<file path="src/rtl/seg_tube_driver.sv">
// IO-mapped 7-segment tube driver: latches a 32-bit value and control word from
// the CPU IO bus and scans them out as 8 hex digits on one-hot anode lines.
module seg_tube_driver #(
  parameter logic [31:0] SEG_ADDR  = 32'hFFFF0014,
  parameter logic [31:0] CTRL_ADDR = 32'hFFFF0018,
  parameter int          SCAN_DIV  = 100000
) (
  input  logic        clk,
  input  logic        rst,
  input  logic        ioWrite,
  input  logic        ioRead,
  input  logic [31:0] addr,
  input  logic [31:0] wdata,
  output logic [31:0] rdata,
  output logic [7:0]  seg_an,
  output logic [7:0]  seg_out
);

  localparam int CW = (SCAN_DIV > 2) ? $clog2(SCAN_DIV) : 1;
  localparam logic [CW-1:0] CNT_MAX = CW'(SCAN_DIV - 1);

  logic [31:0]   value_q, value_d;
  logic [1:0]    ctrl_q, ctrl_d;
  logic [CW-1:0] scan_cnt_q, scan_cnt_d;
  logic [2:0]    idx_q, idx_d;
  logic [7:0]    seg_an_q, seg_an_d;
  logic [7:0]    seg_out_q, seg_out_d;

  logic [4:0]    shamt;
  logic [3:0]    nib;
  logic          blank;

  function automatic logic [6:0] hex7(input logic [3:0] n);
    case (n)
      4'h0: hex7 = 7'h3F;  4'h1: hex7 = 7'h06;
      4'h2: hex7 = 7'h5B;  4'h3: hex7 = 7'h4F;
      4'h4: hex7 = 7'h66;  4'h5: hex7 = 7'h6D;
      4'h6: hex7 = 7'h7D;  4'h7: hex7 = 7'h07;
      4'h8: hex7 = 7'h7F;  4'h9: hex7 = 7'h6F;
      4'hA: hex7 = 7'h77;  4'hB: hex7 = 7'h7C;
      4'hC: hex7 = 7'h39;  4'hD: hex7 = 7'h5E;
      4'hE: hex7 = 7'h79;  default: hex7 = 7'h71;
    endcase
  endfunction

  always_comb begin
    value_d    = value_q;
    ctrl_d     = ctrl_q;
    scan_cnt_d = scan_cnt_q + 1'b1;
    idx_d      = idx_q;
    seg_an_d   = 8'h00;
    seg_out_d  = 8'h00;

    if (ioWrite && addr == SEG_ADDR)  value_d = wdata;
    if (ioWrite && addr == CTRL_ADDR) ctrl_d  = wdata[1:0];

    if (scan_cnt_q == CNT_MAX) begin
      scan_cnt_d = '0;
      idx_d      = idx_q + 3'd1;
    end

    shamt = {idx_q, 2'b00};
    nib   = value_q[shamt +: 4];
    // digit 0 is never blanked so a zero value still shows "0"
    blank = ctrl_q[1] && (idx_q != 3'd0) && ((value_q >> shamt) == 32'd0);

    if (ctrl_q[0] && !blank) begin
      seg_an_d  = 8'b1 << idx_q;
      seg_out_d = {1'b0, hex7(nib)};
    end
  end

  always_ff @(posedge clk) begin
    if (!rst) begin
      value_q    <= 32'h0;
      ctrl_q     <= 2'b01;
      scan_cnt_q <= '0;
      idx_q      <= 3'd0;
      seg_an_q   <= 8'h00;
      seg_out_q  <= 8'h00;
    end else begin
      value_q    <= value_d;
      ctrl_q     <= ctrl_d;
      scan_cnt_q <= scan_cnt_d;
      idx_q      <= idx_d;
      seg_an_q   <= seg_an_d;
      seg_out_q  <= seg_out_d;
    end
  end

  always_comb begin
    rdata = 32'h0;
    if (ioRead && addr == SEG_ADDR)       rdata = value_q;
    else if (ioRead && addr == CTRL_ADDR) rdata = {30'b0, ctrl_q};
  end

  assign seg_an  = seg_an_q;
  assign seg_out = seg_out_q;

endmodule

</file>
<file path="config.mk">
export PLATFORM = sky130hd
export DESIGN_NAME = seg_tube_driver
export DESIGN_NICKNAME = d
export VERILOG_FILES = /design/src/rtl/seg_tube_driver.sv
export SDC_FILE = /design/constraint.sdc
export NUM_CORES = 1
export LEC_CHECK = 0
export CAP_MARGIN = 20
export CORE_ASPECT_RATIO = 2
export CORE_MARGIN = 2
export CORE_UTILIZATION = 25
export CTS_CLUSTER_SIZE = 40
export DETAILED_ROUTE_END_ITERATION = 12
export GPL_TIMING_DRIVEN = 0
export PLACE_DENSITY_LB_ADDON = 0.08
export SYNTH_ARGS = -nofsm -noshare
export SYNTH_HDL_FRONTEND = slang
export SYNTH_SLANG_ARGS = --single-unit
</file>
<file path="constraint.sdc">
create_clock -name clk -period 3.47 [get_ports clk]
set_input_delay 0.694 -clock clk [delete_from_list [all_inputs] [get_ports clk]]
set_output_delay 0.694 -clock clk [all_outputs]
set_load 0.005 [all_outputs]
</file>
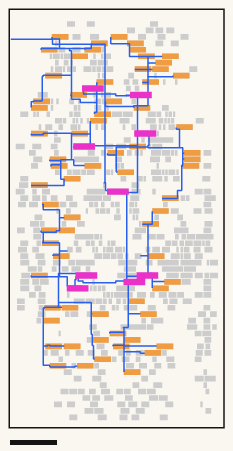
*Routed clock nets over the placement, run 1*
Scale bar: 20 um.
orange -> flip-flops  # count 69
magenta -> clock drivers  # count 9
blue -> clock wires  # length 1020 um
routed clock nets = 10

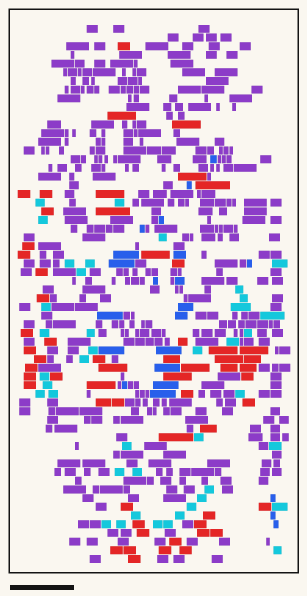
*Cell sizes after repair, run 1*
Scale bar: 20 um.
blue -> _2 cells  # cells 22, most used mux4_2
cyan -> _3 and _4 cells  # cells 41, most used and2_4
purple -> _0 and _1 cells  # cells 416, most used dfxtp_1
red -> _6 and larger  # cells 58, most used buf_6

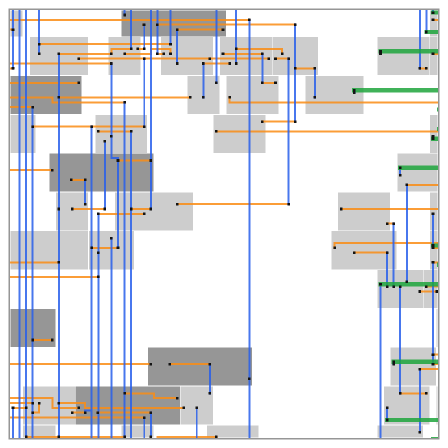
*Zoomed window, run 1*
Region (52, 29) to (82, 59) um. Cells in gray, sequential cells in the stronger gray; small squares are vias.
green -> metal 3
blue -> metal 2
orange -> metal 1
netlist names of flops here include = `value_q` (5)
most frequent = clkdlybuf4s50_1 (5), dfxtp_1 (5)
cells with their middle in the window = 27
sequential cells in the window = 5

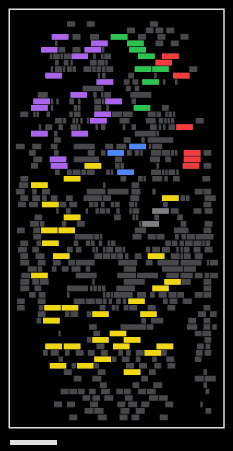
*Where the registers sit, run 1*
Scale bar: 20 um.
purple -> `scan_cnt_q`  # sequential cells 17
yellow -> `value_q`  # sequential cells 32
blue -> `idx_q`  # sequential cells 3
green -> `seg_an`  # sequential cells 8
red -> `seg_out`  # sequential cells 7, where top right

## run 1: timing repair
item                                    in CTS  in global routing
hold endpoints to repair                     0                  0
gates resized                              211                 27
cloned                                       2                  0
endpoints found under the setup margin      42                 40
pin swaps                                    9                  1
buffers inserted                             8                  1
## run 1: critical path, delay by kind of cell
family,cells,cell delay (ns)
simple gates,5,1.61
buf+inv,5,0.53
## run 1: through the flow
stage,worst slack [ns],util (%)
after global placement,-1.10,35.2
final,-0.0657,39.7
after global routing,-0.124,39.7
after floorplan,0.138,-
after CTS,-0.127,39.0
after detailed placement,-1.08,35.2
## run 1: registers in the layout, summed over array words and instances, names as in the netlist
signal / count
seg_out: 7
scan_cnt_q: 17
seg_an: 8
value_q: 32
ctrl_q: 2
idx_q: 3
## run 1: power by group
part	switching, mW	total [mW]	internal, mW
clock network	0.350	1.07	0.724
registers	0.00419	0.804	0.800
logic	0.0393	0.123	0.0835
total	0.393	2.00	1.61
## run 1: final timing paths
check	start	end	cells past startpoint
worst max-delay path	addr[0]	rdata[27]	10
worst min-delay path	scan_cnt_q[0]	scan_cnt_q[0]	1
worst max register to register	idx_q[0]	seg_an[3]	12
worst min register to register	scan_cnt_q[0]	scan_cnt_q[0]	1
## run 1: final cells by class
cell class | count | area (um2)
fill | 1504 | 8710
multi-input combinational | 298 | 2260
sequential | 69 | 1380
timing repair buffer | 125 | 1280
clock buffer | 11 | 243
tap | 192 | 240
buffer | 22 | 183
clock inverter | 5 | 106
inverter | 7 | 26.3
## run 1: metal layers
layer	global-route usage, %	part of all wire (%)	vias up	routed length (um)
li1	-	-	1652	-
met2	31.0	56	96	6960
met5	0	0	-	0
met1	15.6	37	1609	4550
met4	5.26	2.1	0	257
met3	3.60	4.5	15	558
==> impl_metrics.tcl, run 1 <==
# metrics dict for downstream scripts
set metrics [dict create \
    status "complete, but fails checks" \
    violations "negative setup slack" \
    ant_nets 0 \
    yosysTopAreaCell "dfxtp_1" \
    routabilityCongestion 0.762 \
    ys_cells 396 \
    warning_count 36 \
    htreeDepth 3 \
    setup-violations-final 12 \
    yosysWarnings 0 \
    synth_cell_type_count 48 \
    ys_area_um2 3690 \
    required_ns 2.78 \
    worstSkewPairLatency_ns 0.33 \
    startpoint_type "input port" \
    fp_nets 475 \
    cts_buffers 9 \
    dp.cells 702 \
    firstDrtPassIters 4 \
    cp_cell_sequence "buf_6 -> or4b_4 -> or4_4 -> nor4_4 -> and3_4 -> buf_8 -> buf_8 -> buf_6 -> and2_4 -> buf_6" \
    power.leakage_nw 2.48 \
    fin_ws_ns -0.0657 \
    dieArea_um2 15800 \
    drive_above_1_share_pct 22.5 \
]
### Clock routing, run 1

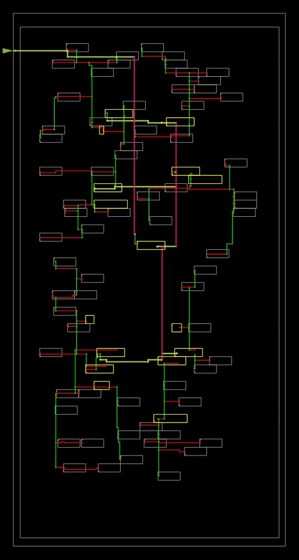

==> run 1 -> run 2 <==
--- a/config.mk
+++ b/config.mk
@@ -13,6 +13,7 @@
 export DETAILED_ROUTE_END_ITERATION = 12
 export GPL_TIMING_DRIVEN = 0
 export PLACE_DENSITY_LB_ADDON = 0.08
+export SETUP_SLACK_MARGIN = 0.4
 export SYNTH_ARGS = -nofsm -noshare
 export SYNTH_HDL_FRONTEND = slang
 export SYNTH_SLANG_ARGS = --single-unit
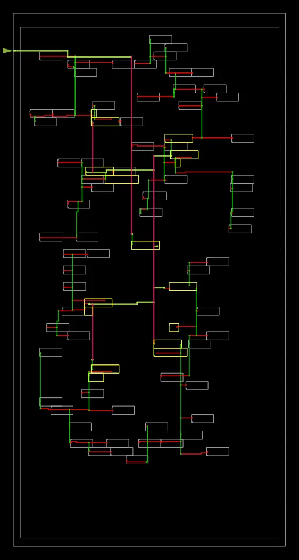
*Clock routing, run 2*
flop count: 69
clock buffer count from CTS: 9
clock skew: 0.00544 ns
Clock Latency Late Sink: 0.33 ns

==> impl_metrics.tcl, run 2 <==
# metrics dict for downstream scripts
set metrics [dict create \
    status "complete, but fails checks" \
    violations "negative setup slack" \
    setup-violations-final 9 \
    routabilityCongestion 0.793 \
    htreeDepth 3 \
    hp-start "scan_cnt_q[0]" \
    ys_cells 396 \
    fillers 1511 \
    power.leakage_nw 2.48 \
    firstDrtPassIters 4 \
    required_ns 2.78 \
    swShare_pct 20.0 \
    synth_cell_type_count 48 \
    final_core_util_pct 39.0 \
    power_frac_seq_pct 42.0 \
    fp_nets 475 \
    largest_reg_flops 32 \
    drive_above_1_share_pct 21.0 \
    ff2ff_path_depth 12 \
    crit_start "addr[5]" \
    r2r_end "seg_an[2]" \
    holdPathStages 1 \
    dpl_worst_slack_ns -1.01 \
    p_switching_uw 383 \
    crit_path_end "rdata[29]" \
    logic_area_um2 2240 \
    fin_ws_ns -0.285 \
]
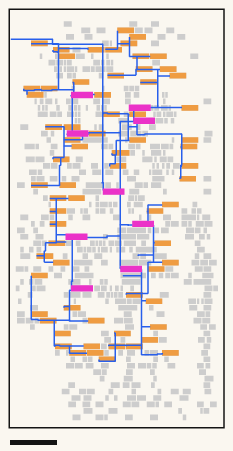
*Routed clock nets over the placement, run 2*
Scale bar: 20 um.
clock power share: 51.6%
Clock net power: 987 uW

## run 2: cell types whose count changed in the layout (fill, tap and decap cells not counted), moves of 6 or more
cell      before  now
clkbuf_2       3   13
and2_4        29   11
and2_1         5   23
buf_4          4   10
buf_6         36   23
## run 2: area by class of cell
cell class                 instances  area share, %
inverter                           7          0.467
sequential                        69           24.6
clock buffer                      10           4.25
clock inverter                     6           1.54
timing repair buffer             132           21.7
tap                              192           4.27
multi-input combinational        298           39.9
buffer                            22           3.25
## run 2: cells by family after synthesis
| group | Yosys count |
|---|---|
| AOI/OAI and AO/OA | 29 |
| xor gates and xnor gates | 17 |
| adders and majority gates | 11 |
| buffers and inverters | 29 |
| DFF | 69 |
| muxes | 51 |
| other | 1 |
| and+or+nand+nor | 189 |
## run 2: timing repair
action | 4_1_cts | 5_1_grt
buffers inserted | 13 | 4
pin swaps | 8 | 3
endpoints found under the setup margin | 47 | 43
endpoints found under the hold margin | 0 | 0
cloned | 1 | 0
gates resized | 122 | 55
## run 2: metal layers
metal	vias up	GRT usage, %	share of wire [%]
met2	97	31.7	59
met5	-	0	0
li1	1666	-	-
met4	0	5.71	2.1
met1	1612	15.1	35
met3	18	2.83	4.1
## run 2: power by group through the flow
stage          Combinational (mW)  Sequential, mW  Clock (mW)
2_1_floorplan              0.0278           0.821           0
3_3_place_gp                0.127           0.821           0
3_5_place_dp                0.128           0.821           0
4_1_cts                     0.125           0.804        1.02
5_1_grt                     0.133           0.805        1.04
6_report                    0.123           0.804       0.987
## run 2: worst max-delay path: cells and delay by family
kind / cells / cell delay (ns)
buffers and inverters: 7 / 0.69
AND/OR/NAND/NOR: 5 / 1.67
### Where the registers sit, run 2

Scale bar: 20 um.
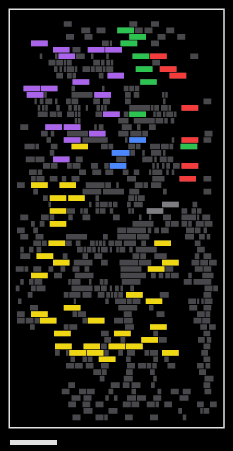

==> run 2 -> run 3 <==
--- a/config.mk
+++ b/config.mk
@@ -8,7 +8,7 @@
 export CAP_MARGIN = 20
 export CORE_ASPECT_RATIO = 2
 export CORE_MARGIN = 2
-export CORE_UTILIZATION = 25
+export CORE_UTILIZATION = 40
 export CTS_CLUSTER_SIZE = 40
 export DETAILED_ROUTE_END_ITERATION = 12
 export GPL_TIMING_DRIVEN = 0
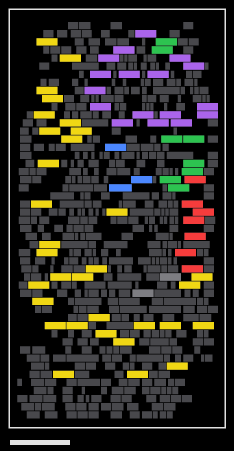
*Where the registers sit, run 3*
Scale bar: 20 um.
flop share of the area: 24.1%
seq pwr: 804 uW
end-of-flow core utilization: 63.7%
Storage cell area: 1380 um2

==> impl_metrics.tcl, run 3 <==
# metrics dict for downstream scripts
set metrics [dict create \
    drive_above_1_share_pct 24.2 \
    required_ns 2.78 \
    ys_cells 396 \
    worstSkewPairLatency_ns 0.34 \
    violations "negative setup slack" \
    fin_ws_ns -0.0805 \
    power.leakage_nw 2.63 \
    routabilityCongestion 0.881 \
    p_switching_uw 378 \
    firstDrtPassIters 4 \
    crit_family "simple AND/OR/NAND/NOR gates" \
    status "complete, but fails checks" \
    dpl_worst_slack_ns -0.903 \
    setup-violations-final 13 \
    synth_cell_type_count 48 \
    skew_ns 0.00720 \
    holdPathStages 1 \
    swShare_pct 19.3 \
    largest_reg_flops 32 \
    ff2ff_path_depth 12 \
]
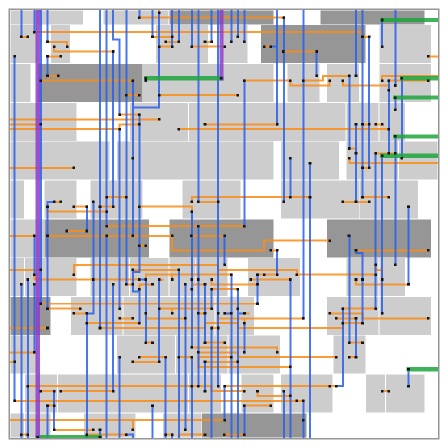
*Zoomed window, run 3*
Region (39, 20) to (69, 50) um. Cells in gray, sequential cells in the stronger gray; small squares are vias.
purple -> metal 4
green -> metal 3
blue -> metal 2
orange -> metal 1
most frequent = mux2i_1 (11), nor2b_1 (8), dfxtp_1 (6)
cells with their middle in the window = 56
sequential cells in the window = 6
netlist names of flops here include = `value_q` (5), `ctrl_q` (1)

## run 3: cell counts after synthesis
Identical to the previous run, type by type.
## run 3: routing by layer
| layer | track usage, % | vias to the layer above | routed length [um] | part of all wire, % |
|---|---|---|---|---|
| met5 | 0 | - | 0 | 0 |
| li1 | - | 1685 | - | - |
| met1 | 24.7 | 1665 | 4200 | 36 |
| met4 | 10.9 | 0 | 459 | 4.0 |
| met2 | 43.4 | 94 | 6510 | 56 |
| met3 | 4.53 | 28 | 374 | 3.2 |
## run 3: cell type report
cell class	count	area [um2]
Fill cell	782	3270
Multi-Input combinational cell	298	2280
Timing Repair Buffer	138	1400
Sequential cell	69	1380
Clock buffer	10	229
Buffer	22	194
Tap cell	102	128
Clock inverter	5	100
Inverter	7	26.3
## run 3: worst max path at each step
stage	startpoint	slack (ns)	end	cells after the start
after floorplan	addr[1]	0.29	rdata[10]	6
after global placement	addr[1]	-0.91	rdata[31]	8
after detailed placement	addr[1]	-0.90	rdata[15]	8
after CTS	addr[5]	-0.29	rdata[31]	10
after global routing	addr[5]	-0.15	rdata[16]	10
final	addr[5]	-0.08	rdata[31]	10
## run 3: power by group through the flow
| stage | clock [mW] | combinational, mW | sequential, mW |
|---|---|---|---|
| 2_1_floorplan | 0 | 0.0278 | 0.821 |
| 3_3_place_gp | 0 | 0.123 | 0.821 |
| 3_5_place_dp | 0 | 0.123 | 0.821 |
| 4_1_cts | 1.04 | 0.125 | 0.804 |
| 5_1_grt | 1.08 | 0.132 | 0.805 |
| 6_report | 1.03 | 0.123 | 0.804 |
## run 3: what timing repair did
item,CTS,global route
gates resized,197,45
cloned,3,0
pin swaps,11,7
setup buffers,14,7
hold buffers,0,0
setup endpoints to repair,47,42
No activity file was given, so power comes from the tool's default toggle rates.
